==> images/util_map.png <==
(1 px per um) The die is cut into 30 by 30 equal tiles; white is low, dark blue is high, 0 to 100% covered.
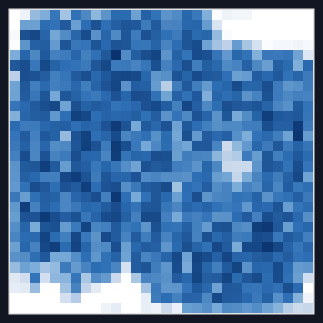
==> images/m4.png <==
(1 px per um)
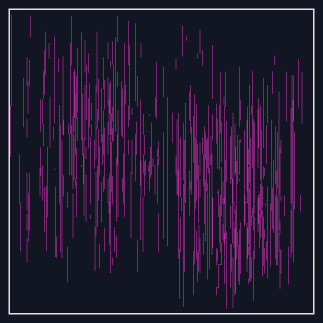
==> images/clock_wires.png <==
(2 px per um)
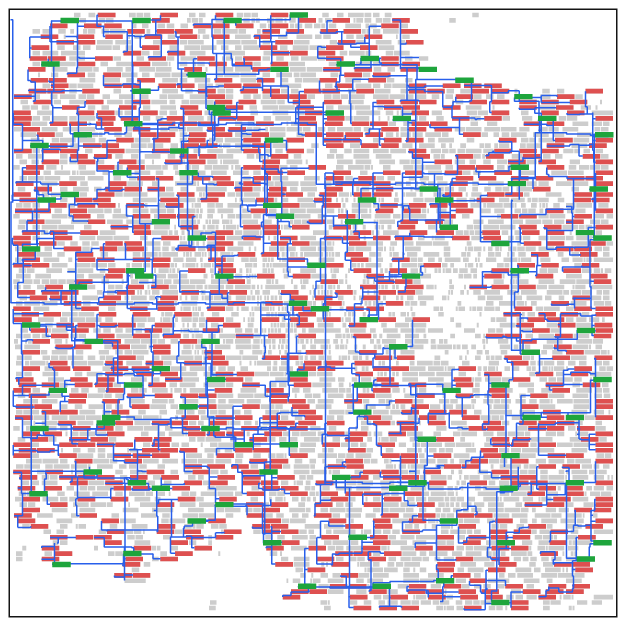
==> images/congestion_map.png <==
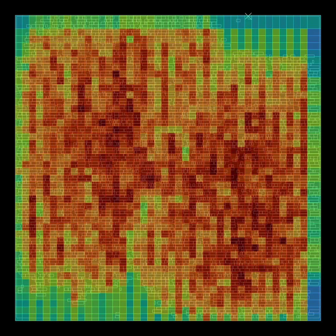
==> config.mk <==
export PLATFORM = sky130hd
export DESIGN_NAME = branch_target_buffer
export DESIGN_NICKNAME = d
export VERILOG_FILES = /design/src/rtl/branch_target_buffer.sv
export SDC_FILE = /design/constraint.sdc
export NUM_CORES = 2
export LEC_CHECK = 0
export ABC_CLOCK_PERIOD_IN_PS = 13600
export CAP_MARGIN = 30
export CORE_UTILIZATION = 60
export DETAILED_ROUTE_END_ITERATION = 8
export GPL_TIMING_DRIVEN = 0
export PLACE_DENSITY = 0.77
export SYNTH_ARGS = -nofsm -noshare
export SYNTH_HDL_FRONTEND = slang
export SYNTH_SLANG_ARGS = --single-unit
==> constraint.sdc <==
create_clock -name clk -period 13.6 [get_ports clk]
set_clock_uncertainty 0.1 [all_clocks]
set_input_delay 2.72 -clock clk [delete_from_list [all_inputs] [get_ports clk]]
set_output_delay 2.72 -clock clk [all_outputs]
set_load 0.05 [all_outputs]
==> flow_results.org <==
#+TITLE: Physical design notes

** Final timing
- Number of hold violations in the final report :: 0
- On the final layout, the worst hold slack is 0.401 ns.
- Max Fclk :: 87.7 MHz
- In the post-route analysis, the smallest setup slack over all paths is 2.20 ns.
- Number of failing setup endpoints in the final timing report :: 0
- Setup tns final :: 0 ns
- Unrepaired setup endpoints after global routing :: no
- Share of the clock period used by the worst path :: 0.839
- Max Slew Vio Count :: 0

** Synthesis
- By area the synthesized netlist is led by sky130_fd_sc_hd__dfrtp_1 (45%), sky130_fd_sc_hd__mux4_2 (22%), sky130_fd_sc_hd__mux2_2 (15%).
- The synthesized netlist has a Yosys-reported chip area of 0.0544 sq mm.
- Async set-reset flop share out of synthesis :: 1.00
- In the Yosys report the total cell count is 3473.
- Count of different cell masters after synthesis :: 79
- Synthesis produced a netlist whose cell count is 3473.
- Post-synthesis xor/xnor area fraction :: 0.0132
- And+or+nand+nor area frac :: 0.0307
- Post-Syn Nets :: 3575
- Most instantiated flip-flop cell in the synthesis netlist :: sky130_fd_sc_hd__dfrtp_1
- Area leader share :: 0.450
- Flip-flops with a built-in enable :: 0
- Average footprint of a synthesized cell :: around 16 sq um
- Adder share :: 0.000414
- Summed over all instances, the cell type with the most area after synthesis is sky130_fd_sc_hd__dfrtp_1.
- Synthesized area :: 0.0544 sq mm
- Number of warnings printed during yosys synthesis :: 0
- The commonest cells after synthesis are sky130_fd_sc_hd__dfrtp_1 (977), sky130_fd_sc_hd__mux2_2 (747), sky130_fd_sc_hd__mux4_2 (534), sky130_fd_sc_hd__clkbuf_1 (179), sky130_fd_sc_hd__mux2_4 (170).
- Among the non-sequential cells, multiplexers take the most area.
- Post-synthesis sequential area ratio :: 0.450
- Looking at the gate-level netlist, the highest instance count belongs to sky130_fd_sc_hd__dfrtp_1.

** Global routing
- In the global route stage, met3 resource usage came out at 0.114.
- The first global-routing pass estimated 267 mm of wire.
- The global routing report lists combined usage of all routing layers as 0.412.
- The initial antenna violation count is 11.
- Per the GRT congestion report, total overflow comes to 0.

** Flow run
- The report counts max-capacitance violations totalling 0.

** Finish
- Post-route cell area :: around 0.062 sq mm
- Non-clock inverters in the final layout number 30.
- Flip-flop and latch count :: 977
- Multi-input logic gates represent a cell area share of 0.451.
- Comb area :: 0.0279 sq mm
- Number of diodes :: 3
- Synth-to-Final Area Change :: 13.7%
- Non-clk buf share :: 0.0686
- Registers represent a cell area share of 0.395.
- Per the layout area report, the register area comes to 0.0244 sq mm.
- Share of layout cells above drive strength 1 :: 0.484
- The class occupying the most area after layout is reported as logic gates.
- Filler cells :: 6013
- Relative area of clock buffers and inverters in the final design :: 0.0591
- Counting the clock-network buffers in the layout gives 150.

** Setup path
- Reg2Reg Setup Slack :: 8.49 ns
- The critical path maximum fanout is 10.
- Buffer and inverter count on the worst path :: 6
- Endpoint arrival time on the critical path :: 8.58 ns
- Delay of the slowest cell on the worst path :: just under 0.9 ns
- At the worst endpoint, the required time is 10.78 ns.
- On the critical path, the stage with the largest delay is an instance of sky130_fd_sc_hd__clkdlybuf4s50_1.
- Broken down by cell family, the worst path's largest delay share belongs to buffers and inverters.

** Floorplanning
- For reference, the placement row count at floorplan is 110.
- 136 I/O pins were placed.
- After floorplanning, the die was sized to cover 0.0918 sq mm.

** Place
- The detailed placer reported the number of placed instances as 4829.
- Summed over all nets, the half-perimeter wirelength after detailed placement is 128 mm.
- Worst-case setup slack after placement :: 2.42 ns
- In this run the tool buffered the top-level ports with 107 buffer cells.

** Power
- In this run the power density over the cells is 132 mW/mm^2.
- Cell internal power dissipation :: just under 6 mW
- Reg power frac :: 0.439
- Power attributed to sequential cells :: ~3.6 mW
- Switching power summed over all nets :: 2.24 mW
- Largest Pwr Group :: registers
- The script computed the net switching share of total power as 0.275.
- The worst VDD IR drop from the latest analysis is 0.111 mV.
- Total combinational power :: approximately 1.5 mW
- The power report attributes to the combinational group a share of 0.187.

** Routing
- The script logs the ratio of routed vias to standard cells as between 7 and 8.
- Met3 Wirelength :: 20.4 mm
- Sum of met2 wire segment lengths after detailed routing :: 83.5 mm
- Drc violations :: 2
- The routed wirelength on the met1 layer is recorded as 65.3 mm.
- Nets still carrying antenna violations after routing amount to 0.
- Drt pass-1 iters :: 9
- In this run, the number of DRC markers left after iteration 0 of detailed routing was 4843.
- Wire length per cell after detailed routing :: 36.7 um

** Clocking
- The clock tree has to reach 977 sinks.
- Hold-fix buffer count after cts :: 0
- TritonCTS clock tree :: built
- Looking at the clock tree report, the root buffer type is sky130_fd_sc_hd__clkbuf_16.
- On the worst setup and hold paths after CTS, the clock-pin slew comes to 0.07 ns.
- Post-cts gate resize count :: 0
- Deepest level of the CTS H-tree :: 3

** Hold path
- Class of the most critical hold timing path :: reg -> reg
- Hold Crit Depth :: 1

** Status
- Violations in the final reports :: design-rule violations
- The run finished, with violations left.
## Picture notes: util_map.png
tiles over 75% full: 46%
fullest tile: 99%
nearly empty tiles: 6.3%
mean over tiles: 66%
utilization of the core after routing: 0.688
area inside the core boundary: 0.0899 sq mm
Core Density at Floorplan: 0.605

## Picture notes: m4.png
main direction: vertical
share of all routed wire: 8.5%
nets with wire on the layer: 217
longest straight run: 177 um
DR vias: 36.9k
wirelength, routed: 185 mm

## Picture notes: clock_wires.png
[clock wires] blue | length: 12500 um
[clock-net drivers] green | count: 105
[flip-flops] red | count: 977
flops lie: all over the die
routed clock nets: 106
clock share of power: 0.374
Latency at later pin: 0.72 ns
clock-net power: 3.05 mW

## Picture notes: congestion_map.png
met2 Track Usage GR: 0.613
peak-usage layer in the global routing report: met2
GRT met1 Usage: 0.523

Power is estimated from default activity; no workload was simulated.
